### Signal wires on met3, run 1

Scale: 3 px per µm.
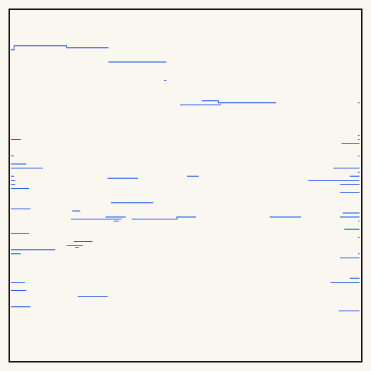
### Register map, names as in the netlist, run 1

Scale: 4 px per µm. Other sequential cells in the stronger gray, the rest of the logic in the fainter gray.
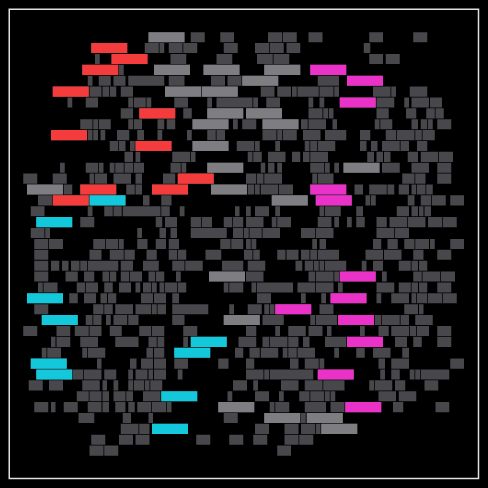
### Placement by cell class, run 1

Scale: 2 px per µm.
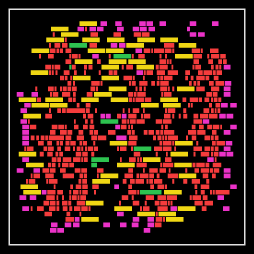
[src/rtl/gps_ack_peak.sv]
// rtl/gps_ack_peak.sv - GPS acquisition peak/second-peak tracker and detection decision
// Optional feature: define GPS_ACK_PEAK_SUM_EN to add the sum_val accumulator output.

module gps_ack_peak #(
   parameter int N_PHASES    = 1023,
   parameter int RATIO_SHIFT = 1
) (
   input  logic        clk,
   input  logic        rst,
   input  logic        start,
   input  logic [4:0]  sat_in,
   input  logic        corr_complete,
   input  logic [9:0]  code_phase,
   input  logic [11:0] integrator,
   output logic        busy,
   output logic        done,
   output logic        detected,
   output logic [9:0]  peak_phase,
   output logic [11:0] peak_val,
   output logic [11:0] second_val,
`ifdef GPS_ACK_PEAK_SUM_EN
   output logic [21:0] sum_val,
`endif
   output logic [4:0]  acq_sat
);

   typedef enum logic [1:0] {
      S_IDLE    = 2'd0,
      S_COLLECT = 2'd1,
      S_DECIDE  = 2'd2
   } state_t;

   // Phase count and last legal phase, 11 bits so code_phase = 1023 compares cleanly
   localparam logic [10:0] N_CNT = 11'(N_PHASES);
   localparam logic [10:0] N_MAX = 11'(N_PHASES - 1);

   state_t      state_q, state_d;
   logic [10:0] count_q, count_d;
   logic        prev_q, prev_d;
   logic        busy_q, busy_d;
   logic        done_q, done_d;
   logic        detected_q, detected_d;
   logic [9:0]  peak_phase_q, peak_phase_d;
   logic [11:0] peak_val_q, peak_val_d;
   logic [11:0] second_val_q, second_val_d;
   logic [4:0]  acq_sat_q, acq_sat_d;
`ifdef GPS_ACK_PEAK_SUM_EN
   logic [21:0] sum_q, sum_d;
`endif

   logic        result_event;
   logic        phase_ok;
   logic        near_peak;
   logic [12:0] peak_ext;
   logic [12:0] second_ext;
   logic [12:0] thresh;

   // Two phases are neighbours when equal or one apart, with 0 and N_PHASES-1 wrapping
   function automatic logic phase_adjacent(input logic [9:0] a, input logic [9:0] b);
      logic [10:0] ax;
      logic [10:0] bx;
      ax = {1'b0, a};
      bx = {1'b0, b};
      return (ax == bx) || (ax + 11'd1 == bx) || (bx + 11'd1 == ax) ||
             ((ax == 11'd0) && (bx == N_MAX)) || ((bx == 11'd0) && (ax == N_MAX));
   endfunction

   // Next-state and datapath: start overrides everything, events only count in COLLECT
   always_comb begin
      state_d      = state_q;
      count_d      = count_q;
      prev_d       = corr_complete;
      done_d       = 1'b0;
      detected_d   = detected_q;
      peak_phase_d = peak_phase_q;
      peak_val_d   = peak_val_q;
      second_val_d = second_val_q;
      acq_sat_d    = acq_sat_q;
`ifdef GPS_ACK_PEAK_SUM_EN
      sum_d        = sum_q;
`endif
      result_event = corr_complete & ~prev_q;
      phase_ok     = ({1'b0, code_phase} < N_CNT);
      near_peak    = phase_adjacent(peak_phase_q, code_phase);
      peak_ext     = {1'b0, peak_val_q};
      second_ext   = {1'b0, second_val_q};
      thresh       = second_ext + (second_ext >> RATIO_SHIFT);

      if (start) begin
         state_d      = S_COLLECT;
         count_d      = 11'd0;
         detected_d   = 1'b0;
         peak_phase_d = 10'd0;
         peak_val_d   = 12'd0;
         second_val_d = 12'd0;
         acq_sat_d    = sat_in;
`ifdef GPS_ACK_PEAK_SUM_EN
         sum_d        = 22'd0;
`endif
      end else begin
         case (state_q)
            S_COLLECT: begin
               if (result_event && phase_ok) begin
                  if (integrator > peak_val_q) begin
                     peak_val_d   = integrator;
                     peak_phase_d = code_phase;
                     // A displaced peak that is a neighbour of the new one is the same lobe
                     if (!near_peak) begin
                        second_val_d = peak_val_q;
                     end
                  end else if (!near_peak && (integrator > second_val_q)) begin
                     second_val_d = integrator;
                  end
`ifdef GPS_ACK_PEAK_SUM_EN
                  sum_d   = sum_q + {10'd0, integrator};
`endif
                  count_d = count_q + 11'd1;
                  if (count_d == N_CNT) begin
                     state_d = S_DECIDE;
                  end
               end
            end
            S_DECIDE: begin
               detected_d = (peak_ext > thresh) && (peak_val_q != 12'd0);
               done_d     = 1'b1;
               state_d    = S_IDLE;
            end
            S_IDLE: begin
            end
            default: begin
               state_d = S_IDLE;
            end
         endcase
      end

      busy_d = (state_d != S_IDLE);
   end

   // State and registered outputs; reset clears the whole search context
   always_ff @(posedge clk or posedge rst) begin
      if (rst) begin
         state_q      <= S_IDLE;
         count_q      <= 11'd0;
         prev_q       <= 1'b0;
         busy_q       <= 1'b0;
         done_q       <= 1'b0;
         detected_q   <= 1'b0;
         peak_phase_q <= 10'd0;
         peak_val_q   <= 12'd0;
         second_val_q <= 12'd0;
         acq_sat_q    <= 5'd0;
`ifdef GPS_ACK_PEAK_SUM_EN
         sum_q        <= 22'd0;
`endif
      end else begin
         state_q      <= state_d;
         count_q      <= count_d;
         prev_q       <= prev_d;
         busy_q       <= busy_d;
         done_q       <= done_d;
         detected_q   <= detected_d;
         peak_phase_q <= peak_phase_d;
         peak_val_q   <= peak_val_d;
         second_val_q <= second_val_d;
         acq_sat_q    <= acq_sat_d;
`ifdef GPS_ACK_PEAK_SUM_EN
         sum_q        <= sum_d;
`endif
      end
   end

   assign busy       = busy_q;
   assign done       = done_q;
   assign detected   = detected_q;
   assign peak_phase = peak_phase_q;
   assign peak_val   = peak_val_q;
   assign second_val = second_val_q;
   assign acq_sat    = acq_sat_q;
`ifdef GPS_ACK_PEAK_SUM_EN
   assign sum_val    = sum_q;
`endif

endmodule

[config.mk]
export PLATFORM = sky130hd
export DESIGN_NAME = gps_ack_peak
export DESIGN_NICKNAME = d
export VERILOG_FILES = /design/src/rtl/gps_ack_peak.sv
export SDC_FILE = /design/constraint.sdc
export NUM_CORES = 1
export LEC_CHECK = 0
export CAP_MARGIN = 40
export CORE_MARGIN = 3
export CORE_UTILIZATION = 40
export DETAILED_ROUTE_END_ITERATION = 7
export PLACE_DENSITY_LB_ADDON = 0.15
export SYNTH_ARGS = -nofsm -noshare
export SYNTH_HDL_FRONTEND = slang
export SYNTH_SLANG_ARGS = --single-unit
[constraint.sdc]
create_clock -name clk -period 3.62 [get_ports clk]
set_input_delay 0.362 -clock clk [delete_from_list [all_inputs] [get_ports clk]]
set_output_delay 0.362 -clock clk [all_outputs]
set_load 0.03 [all_outputs]
==> out/qor.yml, run 1 <==
place_area_um2: 5710
p_int_uw: 1220
drive_above_1_share_pct: 8.03
cpPeakStageDelay_ns: 0.42
route.met3.wl_um: 361
synthTopCellsByCount: "67 x nor2_1, 57 x ha_1, 56 x dfrtp_1"
critPathCaptureType: "register"
power_sequential_uw: 696
finalWorstSetupSlack_ns: 0.221
antenna_found_initial: 0
start_kind: "register"
p_sw_share_pct: 31.7
diodes: 0
hold_violations: 0
tool_warnings: 33
first_pass_iters: 4
io_pins: 73
combinationalPowerShare_pct: 29.3
async_reset_ff_share_pct: 100
synthCells: 535
critPathSlowestCell: "dfrtp_1"
grt_pass1_wl_um: 19800
status: "finished, final reports clean"
ys_warn_count: 0
io_buffers: 72
maxPowerGroup: "sequential cells"
dieWidth_um: 117
worstPathCellList: "ha_1 > inv_1 > fa_1 > nor2b_1 > o21ai_1 > a21boi_0 > o311a_1 > o31a_1 > or4_1 > nand3_1 > ha_1 > a21o_1 > a21oi_1 > o21ai_0 > o21ai_0 > o21ai_0"
drc_errors: 0
crit_family: "AND-OR/OR-AND gates"
ir_drop_uv: 186
via_per_inst: 5.44
chip_area_um2: 13700
root_buffer: "clkbuf_16"
clkTransAtPathRegs_ns: 0.08
pre_cts_ws_ns: 0.178
cts_hold_buf: 0
wl_met2_um: 5880
cp.required_ns: 3.80
numCtsBuffers: 5
top_cell: "nor2_1"
min_path_type: "primary input to asynchronous set/reset pin"
critPathKind: "register to register"
grt_use_met2_pct: 31.3
final_nets: 686
-- 'Signal wires on met3' (at the start) --
The wires run mostly horizontal. 51 nets have wire on it. The longest straight run is 19.1 µm. The layer holds 3.0% of the routed length. The layer carries 362 µm of wire.
routed wire length: 11900 µm
via count: 4031

-- 'Register map, names as in the netlist' (at the start) --
count_q: shown in red, sequential cells 11. second_val: shown in magenta, sequential cells 12. peak_phase: shown in cyan, sequential cells 10.
Another 23 sequential cells are not colored.
Util after Layout: 50.3%
area occupied by registers: 1400 µm²

-- 'Placement by cell class' (at the start) --
registers: shown in yellow, cells 56. remaining logic cells: shown in red, cells 454. clock drivers and dummy loads: shown in green, cells 8. remaining buffers and delay cells: shown in magenta, cells 80.
Core ar.: 11700 µm²
cell area after layout: 5890 µm²
floorplan row count: 39

-- run 1: final timing paths --
path                                            from                   endpoint  slack, ns  depth (start not counted)
min                                              rst     count_q[5]$_DFFE_PP0P_       0.48                          2
max                        second_val[0]$_DFFE_PP0P_       detected$_DFFE_PP0P_       0.22                         16
min reg2reg                   acq_sat[2]$_DFFE_PP0P_     acq_sat[2]$_DFFE_PP0P_       0.51                          1
min in group clk              acq_sat[2]$_DFFE_PP0P_     acq_sat[2]$_DFFE_PP0P_       0.51                          1
max in group asynchronous                        rst  peak_phase[0]$_DFFE_PP0P_       2.33                          3
max reg2reg                second_val[0]$_DFFE_PP0P_       detected$_DFFE_PP0P_       0.22                         16
-- run 1: logic make-up after synthesis --
logic type	synth area share, %
xor gates and xnor gates	7.62
AOI/OAI and AO/OA	12.1
muxes	11.6
and+or+nand+nor	19.1
buffers and inverters	6.28
adders and majority gates	14.9
DFF	28.5
-- run 1: cells in the final DEF, fill, tap and decap left out, types with 3 or more instances in the layout --
master and n:
nor4_1 8, o211ai_1 8, o31ai_1 4, mux2_2 7
buf_4 7, nor2b_1 7, nand4_1 12, a211oi_1 4
dfrtp_1 56, nor2_1 67, o21a_1 3, nand3_1 16
nor3_1 8, nand2b_1 9, clkbuf_16 5, o21ai_0 15
and3_1 6, a21o_1 9, xnor2_1 20, a31oi_1 6
inv_1 34, mux2_4 10, and4_1 3, and2_1 4
mux2i_1 34, a21oi_1 19, xor2_1 21, nand2_1 23
ha_1 57, clkdlybuf4s50_1 71
-- run 1: area by class of cell --
| class | instances | area (µm²) |
|---|---|---|
| timing repair buffer | 80 | 783 |
| fill | 1102 | 5820 |
| clock inverter | 2 | 38.8 |
| inverter | 35 | 131 |
| sequential | 56 | 1400 |
| tap | 143 | 179 |
| clock buffer | 6 | 129 |
| multi-input combinational | 419 | 3220 |
## Run 2: what changed since run 1
- ABC_CLOCK_PERIOD_IN_PS: unset -> 3620
### Wiring by layer, run 2

Scale: 3 px per µm. Two of the layers only.
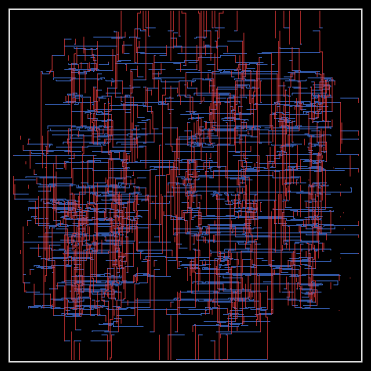
M2: shown in red, wire length 5880 µm. M1: shown in blue, wire length 5600 µm.
gr usage total: 18.0%
wire length per cell: 16.1 µm

### Placement by cell class, run 2

Scale: 2 px per µm.
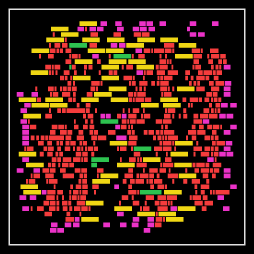
clock drivers and dummy loads: shown in green, cells 8. remaining logic cells: shown in red, cells 454. remaining buffers and delay cells: shown in magenta, cells 80. registers: shown in yellow, cells 56.
Seq/total area: 23.8%

==> run 2 against run 1 <==
Against the previous run:
- combinational power barely moved
- area after synthesis unchanged
- worst hold slack unchanged
- critical path depth did not move
- sequential power hardly changed
- design area unchanged
- clock power about the same
- clock skew stayed put
- global-route usage is the same
- die area is the same
- sequential share of layout area unchanged
- cell count stayed put
- largest power group unchanged
==> out/qor.yml, run 2 <==
status: "finished, final reports clean"
rr_worst_depth: 16
layout_top_cells: "71 x clkdlybuf4s50_1, 67 x nor2_1, 57 x ha_1, 56 x dfrtp_1"
start_kind: "register"
async_reset_ff_share_pct: 100
critPathSlowestCell: "dfrtp_1"
crit_family: "AND-OR/OR-AND gates"
ys_warn_count: 0
final_area_um2: 5890
pwr-share-seq_pct: 39.0
chip_area_um2: 13700
wirelength_um: 11900
diodes: 0
cp.required_ns: 3.80
synthCells: 535
synthTopCellsByCount: "67 x nor2_1, 57 x ha_1, 56 x dfrtp_1"
lay_top_count: "clkdlybuf4s50_1"
p_int_uw: 1220
tool_warnings: 33
fillers: 1102
first_pass_iters: 4
critPathCaptureType: "register"
dieWidth_um: 117
ys_cells: 535
hold_violations: 0
io_buffers: 72
hpwlAfterDp_um: 9080
edf_count: 0
final_nets: 686
ir_drop_uv: 186
syn2layout_area_growth_pct: 19.5
place_area_um2: 5710
grt_pass1_wl_um: 19800
numCtsBuffers: 5
ys_types: 61
pre_cts_ws_ns: 0.178
route.met3.wl_um: 361
postSynthSeqShare_pct: 28.5
final_core_utilization_pct: 50.3
regArea_um2: 1400
fin_setup_tns_ns: 0
vias: 4031
finalWorstSetupSlack_ns: 0.221
top_cell: "nor2_1"
drive_above_1_share_pct: 8.03
dp_cells: 733
combinationalPowerShare_pct: 29.3
top_area_cell: "dfrtp_1"
cts_max_level: 2
worstPathCellList: "ha_1 > inv_1 > fa_1 > nor2b_1 > o21ai_1 > a21boi_0 > o311a_1 > o31a_1 > or4_1 > nand3_1 > ha_1 > a21o_1 > a21oi_1 > o21ai_0 > o21ai_0 > o21ai_0"
arrival_ns: 3.58
critPathKind: "register to register"
place_congestion: 0.854
hold_ws_ns: 0.480
wl_met1_um: 5600
finalNonFillerCells: 741
p_per_area_nw_per_um2: 303
comb_area_um2: 3220
die_h_um: 117
maxCapViolations: 0
first_iter_violations: 137
timing.rr.start: "second_val[0]$_DFFE_PP0P_"
cts_hold_buf: 0
fmax_mhz: 294
num_rows: 39
clkPwrFrac_pct: 31.7
r2r-end: "detected$_DFFE_PP0P_"
wl_met2_um: 5880
reg2reg_setup_slack_ns: 0.22
drc_errors: 0
p_sw_share_pct: 31.7
min_path_type: "primary input to asynchronous set/reset pin"
critPathMaxFanout: 4
cpPeakStageDelay_ns: 0.42
root_buffer: "clkbuf_16"
io_pins: 73
core_um2: 11700
grt_overflow: 0
clkTransAtPathRegs_ns: 0.08
maxSlewHeadroom_pct: 43.9
via_per_inst: 5.44
critPathBufInv: 1
antenna_found_initial: 0
-- run 2: cell counts after synthesis --
Identical to the previous run, type by type.
-- run 2: per-layer routing --
layer | vias to the layer above | track usage [%]
met5 | - | 0
met4 | 0 | 3.90
met3 | 4 | 2.16
met2 | 69 | 31.3
met1 | 1931 | 24.2
li1 | 2027 | -
-- run 2: power groups by stage --
stage	Sequential, µW	Combinational, µW	Clock, µW
3_5_place_dp	708	524	0
2_1_floorplan	738	321	0
6_report	696	523	566
4_1_cts	696	525	588
5_1_grt	701	579	609
3_3_place_gp	707	514	0
-- run 2: how the worst max path moves through the flow --
stage | from | endpoint | cells past startpoint
2_1_floorplan | second_val[0]$_DFFE_PP0P_ | detected$_DFFE_PP0P_ | 16
3_3_place_gp | second_val[0]$_DFFE_PP0P_ | detected$_DFFE_PP0P_ | 16
3_5_place_dp | second_val[0]$_DFFE_PP0P_ | detected$_DFFE_PP0P_ | 16
4_1_cts | second_val[0]$_DFFE_PP0P_ | detected$_DFFE_PP0P_ | 16
5_1_grt | second_val[0]$_DFFE_PP0P_ | detected$_DFFE_PP0P_ | 16
6_report | second_val[0]$_DFFE_PP0P_ | detected$_DFFE_PP0P_ | 16
-- run 2: area by class of cell --
class / count / share of cell area, %
inverters: 35 / 2.23
flip-flops and latches: 56 / 23.8
well taps: 143 / 3.04
repair buffers: 80 / 13.3
clock buffers: 6 / 2.19
clock inverters: 2 / 0.659
multi-input cells: 419 / 54.8
-- run 2: cells by family after synthesis --
| logic type | count (synthesis) | share of synthesized area, % |
|---|---|---|
| AOI/OAI and AO/OA | 86 | 12.1 |
| and+or+nand+nor | 182 | 19.1 |
| DFF | 56 | 28.5 |
| xor gates and xnor gates | 42 | 7.62 |
| buffers and inverters | 60 | 6.28 |
| adders and majority gates | 58 | 14.9 |
| muxes | 51 | 11.6 |
## Run 3: what changed since run 2
- PLACE_DENSITY_LB_ADDON: 0.15 -> unset
### Wiring by layer, run 3

Scale: 3 px per µm. Two of the layers only.
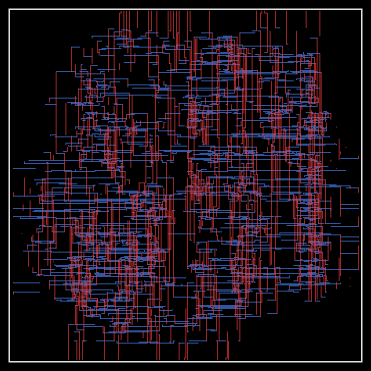
M2: shown in red, wire length 5900 µm. M1: shown in blue, wire length 5720 µm.
wire length per cell: 16.6 µm
routed wire length: 12300 µm
gr usage total: 18.5%
via count: 4097

### Register map, names as in the netlist, run 3

Scale: 4 px per µm. Other sequential cells in the stronger gray, the rest of the logic in the fainter gray.
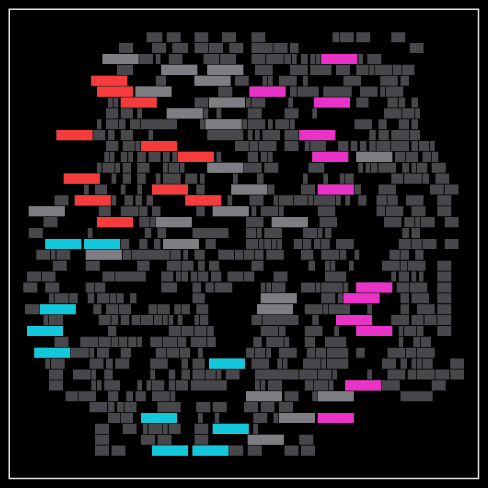
Util after Layout: 50.4%
Seq/total area: 23.8%
P_seq: 698 µW

==> run 3 against run 2 <==
Against the previous run:
- register-to-register slack got worse by 0.02 ns
- area after synthesis unchanged
- first-iteration DRC count grew 110%
- synthesized cell count unchanged
- utilization rose by 0.11 points
- die area unchanged
- sequential power about the same
- combinational power up 2%
- routed wire length rose by 3.2%
- worst hold slack worse by 0.13 ns
- clock power rose by 0.7%
- design area increased by 0.21%
- critical path type unchanged
- critical endpoint unchanged
- highest routed layer unchanged
==> out/qor.yml, run 3 <==
critPathBufInv: 1
p_int_uw: 1220
syn2layout_area_growth_pct: 19.8
critPathKind: "register to register"
dp_cells: 732
cp.required_ns: 3.80
maxCapViolations: 0
pwr-share-seq_pct: 38.8
arrival_ns: 3.61
finalNonFillerCells: 740
min_path_type: "primary input to asynchronous set/reset pin"
pre_cts_ws_ns: 0.0469
fin_setup_tns_ns: 0
critPathSlowestCell: "dfrtp_1"
hold_violations: 0
critPathMaxFanout: 4
cts_hold_buf: 0
async_reset_ff_share_pct: 100
top_area_cell: "dfrtp_1"
numCtsBuffers: 5
hpwlAfterDp_um: 9410
drive_above_1_share_pct: 8.38
core_um2: 11700
via_per_inst: 5.54
fmax_mhz: 292
ys_types: 61
status: "finished, final reports clean"
maxPowerGroup: "sequential cells"
dieWidth_um: 117
place_area_um2: 5710
root_buffer: "clkbuf_16"
cpPeakStageDelay_ns: 0.43
ys_cells: 535
p_clk_uw: 570
lay_top_count: "clkdlybuf4s50_1"
diodes: 0
layout_top_cells: "71 x clkdlybuf4s50_1, 67 x nor2_1, 57 x ha_1, 56 x dfrtp_1"
synthCells: 535
maxSlewHeadroom_pct: 63.4
clkTransAtPathRegs_ns: 0.07
run 3: cell counts after synthesis:
No cell type changed its count.
run 3: final timing paths:
path / from / end / slack, ns
worst min-delay path: rst / acq_sat[1]$_DFFE_PP0P_ / 0.35
max in group asynchronous: rst / second_val[1]$_DFFE_PP0P_ / 2.43
worst min register to register: acq_sat[1]$_DFFE_PP0P_ / acq_sat[1]$_DFFE_PP0P_ / 0.51
worst max-delay path: second_val[0]$_DFFE_PP0P_ / detected$_DFFE_PP0P_ / 0.20
min in group clk: acq_sat[1]$_DFFE_PP0P_ / acq_sat[1]$_DFFE_PP0P_ / 0.51
worst max register to register: second_val[0]$_DFFE_PP0P_ / detected$_DFFE_PP0P_ / 0.20
run 3: kinds of logic (layout without fill, tap and decap cells):
| logic type | count (synthesis) | count (layout) | synth area share [%] |
|---|---|---|---|
| and+or+nand+nor | 182 | 182 | 19.1 |
| AOI/OAI and AO/OA | 86 | 86 | 12.1 |
| buffers and inverters | 60 | 122 | 6.28 |
| adders and majority gates | 58 | 58 | 14.9 |
| DFF | 56 | 56 | 28.5 |
| muxes | 51 | 51 | 11.6 |
| xor gates and xnor gates | 42 | 42 | 7.62 |
run 3: layer usage:
layer / global-route usage [%] / vias up / share of wire (%)
li1: - / 2023 / -
met1: 24.5 / 1971 / 47
met2: 31.6 / 85 / 48
met3: 2.47 / 18 / 3.2
met4: 5.96 / 0 / 2.2
met5: 0 / - / 0
run 3: cell type report:
type / instances / area, µm² / share of cell area, %
Multi-Input combinational cell: 419 / 3240 / 54.8
Sequential cell: 56 / 1400 / 23.8
Timing Repair Buffer: 79 / 785 / 13.3
Tap cell: 143 / 179 / 3.03
Inverter: 35 / 131 / 2.23
Clock buffer: 6 / 129 / 2.18
Clock inverter: 2 / 38.8 / 0.657
Power is estimated from default activity; no workload was simulated.
